`src/rtl/apb_controller.sv`:
```
// apb_controller: AHB-to-APB bridge FSM that produces a registered APB master interface from a pipelined AHB slave stage
// Ports: Hclk, Hreset (synchronous, active-high); AHB side valid, Hwrite, Hwritereg, Haddr/Haddr1/Haddr2,
//   Hwdata/Hwdata1, tempselx; Pready (present only when APB_PREADY_EN is defined); APB side Pwrite, Penable,
//   Pselx, Paddr, Pwdata; Hreadyout returned to the AHB master.
// Optional macro APB_PREADY_EN: enable states stall on Pready=0 and drive Hreadyout low while in them.
module apb_controller (
  input  logic        Hclk,
  input  logic        Hreset,
  input  logic        valid,
  input  logic        Hwrite,
  input  logic        Hwritereg,
  input  logic [31:0] Haddr,
  input  logic [31:0] Haddr1,
  input  logic [31:0] Haddr2,
  input  logic [31:0] Hwdata,
  input  logic [31:0] Hwdata1,
  input  logic [2:0]  tempselx,
`ifdef APB_PREADY_EN
  input  logic        Pready,
`endif
  output logic        Pwrite,
  output logic        Penable,
  output logic [2:0]  Pselx,
  output logic [31:0] Paddr,
  output logic [31:0] Pwdata,
  output logic        Hreadyout
);
  typedef enum logic [2:0] {IDLE, WWAIT, READ, RENABLE, WRITE, WRITEP, WENABLE, WENABLEP} state_t;
  state_t      state_q, state_d;
  logic [2:0]  sel1_q, sel2_q, pselx_q, pselx_d;
  logic [31:0] paddr_q, paddr_d, pwdata_q, pwdata_d;
  logic        pwrite_q, pwrite_d, penable_q, penable_d, hready_q, hready_d;
  logic        ack, from_p;
`ifdef APB_PREADY_EN
  localparam logic EN_RDY = 1'b0;
  assign ack = Pready;
`else
  localparam logic EN_RDY = 1'b1;
  assign ack = 1'b1;
`endif
  // A transfer entered from WENABLEP was captured one cycle earlier, so it reads the older pipeline taps.
  assign from_p = state_q == WENABLEP;
  always_comb begin
    state_d = state_q;
    case (state_q)
      IDLE:             state_d = !valid ? IDLE : Hwrite ? WWAIT : READ;
      WWAIT:            state_d = valid ? WRITEP : WRITE;
      READ:             state_d = RENABLE;
      WRITEP:           state_d = WENABLEP;
      WRITE:            state_d = valid ? WENABLEP : WENABLE;
      RENABLE, WENABLE: state_d = !ack ? state_q : !valid ? IDLE : Hwrite ? WWAIT : READ;
      WENABLEP:         state_d = !ack ? state_q : !Hwritereg ? READ : valid ? WRITEP : WRITE;
      default:          state_d = IDLE;
    endcase
  end
  // Outputs are computed for the state being entered so they change on the same edge as the state.
  always_comb begin
    pselx_d   = pselx_q;
    paddr_d   = paddr_q;
    pwdata_d  = pwdata_q;
    pwrite_d  = pwrite_q;
    penable_d = penable_q;
    hready_d  = hready_q;
    case (state_d)
      IDLE, WWAIT: begin
        pselx_d   = 3'b000;
        penable_d = 1'b0;
        hready_d  = 1'b1;
      end
      READ: begin
        paddr_d   = from_p ? Haddr1 : Haddr;
        pselx_d   = from_p ? sel1_q : tempselx;
        pwrite_d  = 1'b0;
        penable_d = 1'b0;
        hready_d  = 1'b0;
      end
      WRITE, WRITEP: begin
        paddr_d   = from_p ? Haddr2 : Haddr1;
        pwdata_d  = from_p ? Hwdata1 : Hwdata;
        pselx_d   = from_p ? sel2_q : sel1_q;
        pwrite_d  = 1'b1;
        penable_d = 1'b0;
        hready_d  = 1'b0;
      end
      default: begin
        penable_d = 1'b1;
        hready_d  = EN_RDY;
      end
    endcase
  end
  always_ff @(posedge Hclk) begin
    if (Hreset) begin
      state_q   <= IDLE;
      sel1_q    <= 3'b000;
      sel2_q    <= 3'b000;
      pselx_q   <= 3'b000;
      paddr_q   <= 32'h0;
      pwdata_q  <= 32'h0;
      pwrite_q  <= 1'b0;
      penable_q <= 1'b0;
      hready_q  <= 1'b1;
    end else begin
      state_q   <= state_d;
      sel1_q    <= tempselx;
      sel2_q    <= sel1_q;
      pselx_q   <= pselx_d;
      paddr_q   <= paddr_d;
      pwdata_q  <= pwdata_d;
      pwrite_q  <= pwrite_d;
      penable_q <= penable_d;
      hready_q  <= hready_d;
    end
  end
  assign Pselx     = pselx_q;
  assign Paddr     = paddr_q;
  assign Pwdata    = pwdata_q;
  assign Pwrite    = pwrite_q;
  assign Penable   = penable_q;
  assign Hreadyout = hready_q;
endmodule

```
`config.mk`:
```
export PLATFORM = sky130hd
export DESIGN_NAME = apb_controller
export DESIGN_NICKNAME = d
export VERILOG_FILES = /design/src/rtl/apb_controller.sv
export SDC_FILE = /design/constraint.sdc
export NUM_CORES = 1
export LEC_CHECK = 0
export CORE_UTILIZATION = 43
export CTS_BUF_LIST = sky130_fd_sc_hd__clkbuf_4 sky130_fd_sc_hd__clkbuf_8
export DETAILED_ROUTE_END_ITERATION = 10
export PLACE_DENSITY = 0.89
export SYNTH_ARGS = -nofsm -noshare
export SYNTH_HDL_FRONTEND = slang
export SYNTH_SLANG_ARGS = --single-unit
```
`constraint.sdc`:
```
create_clock -name Hclk -period 3.9 [get_ports Hclk]
set_input_delay 0.39 -clock Hclk [delete_from_list [all_inputs] [get_ports Hclk]]
set_output_delay 0.39 -clock Hclk [all_outputs]
set_load 0.02 [all_outputs]
```
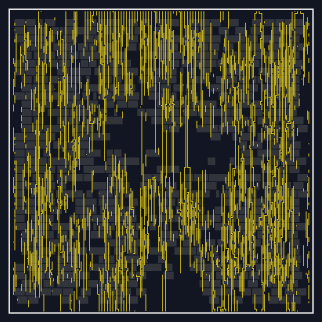
**Above:** signal wires on met2.
(3 px per µm)
nets with wire on the layer: 732
wire length on this layer: 7070 µm
main direction: vertical
Via Count: 4435
Post-Route WL: 14100 µm
met2 GRT Util: 48.5%

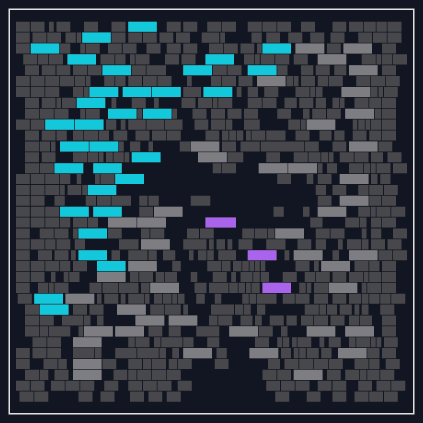
**Above:** sequential cells grouped by signal name.
(4 px per µm)
legend:
  purple:
    signal: state_q
    flops: 3
  cyan:
    signal: Pwdata
    flops: 32
Seq/total area: 23.6%
Seq power: 1.06 mW

==> reports/metrics.cfg <==
[power]
p_leak_nw=2.60
powerDensity_nw_per_um2=417
ir_drop_mv=0.211

[critical_path]
worstSetupStartpoint=state_q[2]
worstSetupPathType=reg2reg
cp-end-kind=register
crit_slowest_cell=dfxtp_2
crit_fanout=64
cp.required_ps=4180
r2r_start=state_q[2]
critical_path_buf_inv_count=0
r2r_end=Paddr[7]

[yosys]
synth_top_cell_by_area=dfxtp_1
top_cell_area_share_pct=37.7
numSynthFlops=79
synth_cell_types=47
yosys_area_um2=4190
fp_nets=614

[clocking]
cts_root_buf=clkbuf_8
post_cts_resize_count=0
cts_buffer_depth=2
clk_pin_slew_ps=80
cts_made_buffers=9
h-tree-depth=3
postCtsHoldBufs=0
cts_setup_buffers=0

[timing]
tns_ps=0
min_period_ps=2800
slew_violations=0
rsz0062_at_grt=no
clock.fmax_ghz=0.357
hold_violations=0

[floorplan]
die_area_um2=10100
die_h_um=101
fp_util_pct=44.9
num_io_pins=238

[layout]
regArea_um2=1580
final_nets=825
syn_to_final_growth_pct=60.1
drive_gt1_share_pct=7.85
logic_area_um2=2350
fill_cells=706
diodes=0

[route]
viasPerCell=5.61
antenna_left=0
met3_length_um=1280

[global_routing]
grt_pass1_wl_um=21100
grt_pass1_vias=4284

[place]
globalplace.congestion=0.808

[run_status]
outcome=complete, no violations

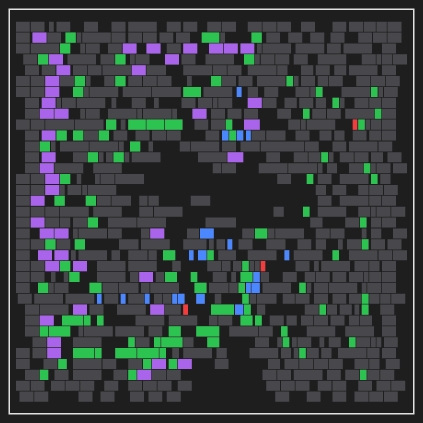
**Above:** logic cells by family.
(4 px per µm)
legend:
  green:
    family: inverting AOI/OAI gates
    cells: 94
    where: widely spread
  red:
    family: inverters
    cells: 3
  purple:
    family: multiplexers
    cells: 43
  blue:
    family: NAND gates
    cells: 19
Comb/total area: 35.0%
most numerous logic cell after layout: clkdlybuf4s50_1
Finished Layout Cells: 791

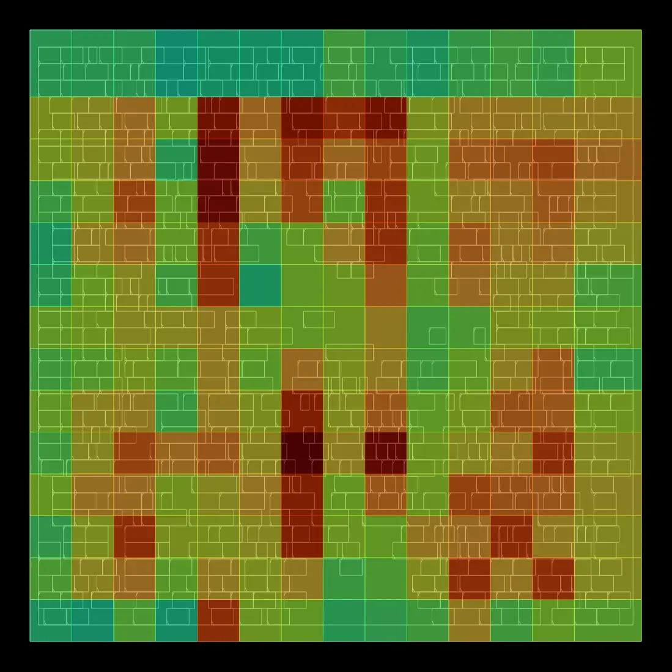
**Above:** congestion heat map.
met3 global-route usage: 7.91%
Layout Utilization: 72.0%
gr usage total: 26.8%
met1 Usage GRT: 29.3%
most used routing layer: met2

-- flip-flops by register name, indices dropped and copies added, names as in the netlist --
name and count:
Paddr 32, Pwdata 32, Pselx 3, sel1_q 3, sel2_q 3, state_q 3
Hreadyout 1, Penable 1, Pwrite 1
-- cell usage after synthesis (all sizes together) --
cell type	n
nor3b	25
a221oi	1
o21a	1
inv	3
nand2b	4
clkbuf	12
and2b	1
nand2	10
a32oi	3
nor4	3
nand3	5
nor2b	11
mux2	2
a32o	24
mux2i	41
o211a	1
and3b	1
o22a	24
nor3	3
a221o	2
o22ai	6
o221a	3
buf	31
nor2	63
a211oi	32
a2111oi	6
o21ai	29
o2bb2ai	2
and2	1
dfxtp	79
a21oi	15
and3	2
-- per-layer routing --
metal	vias to the layer above	GRT usage (%)
met4	0	10.6
met5	-	0
met3	30	7.91
met1	2067	29.3
met2	226	48.5
li1	2112	-
-- logic make-up after synthesis --
group           after synthesis  share of synthesized area (%)
buf+inv                      46                           6.36
flops                        79                           37.7
mux                          43                           10.3
compound gates              149                           29.1
simple gates                129                           16.5
-- stage by stage --
step	utilization [%]	worst slack [ps]	area (µm²)	total power, mW	std cells
2_1_floorplan	-	2440	4190	1.69	446
3_3_place_gp	69.8	1220	6510	2.17	775
3_5_place_dp	69.8	1140	6510	2.20	775
4_1_cts	72.0	1110	6710	2.81	791
5_1_grt	72.0	900	6710	2.95	791
6_report	72.0	1100	6710	2.80	791
-- final cells by class --
cell class              count  area share [%]
multi-input cells         321            35.0
clock inverters             4           0.671
well taps                 129            2.40
clock buffers              12            2.27
flip-flops and latches     79            23.6
inverters                   3           0.168
repair buffers            243            35.9
-- worst min-delay path by stage --
stage               startpoint  slack [ps]         to  cells past startpoint
floorplan            sel1_q[0]         460  sel2_q[0]                      1
global placement     Paddr[12]         450  Paddr[12]                      1
detailed placement   Paddr[23]         450  Paddr[23]                      1
CTS                     Hreset         420   Pselx[2]                      3
global route            Hreset         460   Pselx[1]                      3
finish                  Hreset         460   Pselx[2]                      3
-- worst reg2reg max path, stage by stage, from the launching register on --
cell	delay (ps)
dfxtp_2	1050
nor2b_4	130
a21oi_4	410
and3_1	860
a32o_1	300
-- power by group --
part	leakage [nW]	switching, mW	internal (mW)
sequential	0.651	0.118	0.942
combinational	1.84	0.553	0.573
clock	0.107	0.288	0.325
Power and IR drop assume default switching activity.
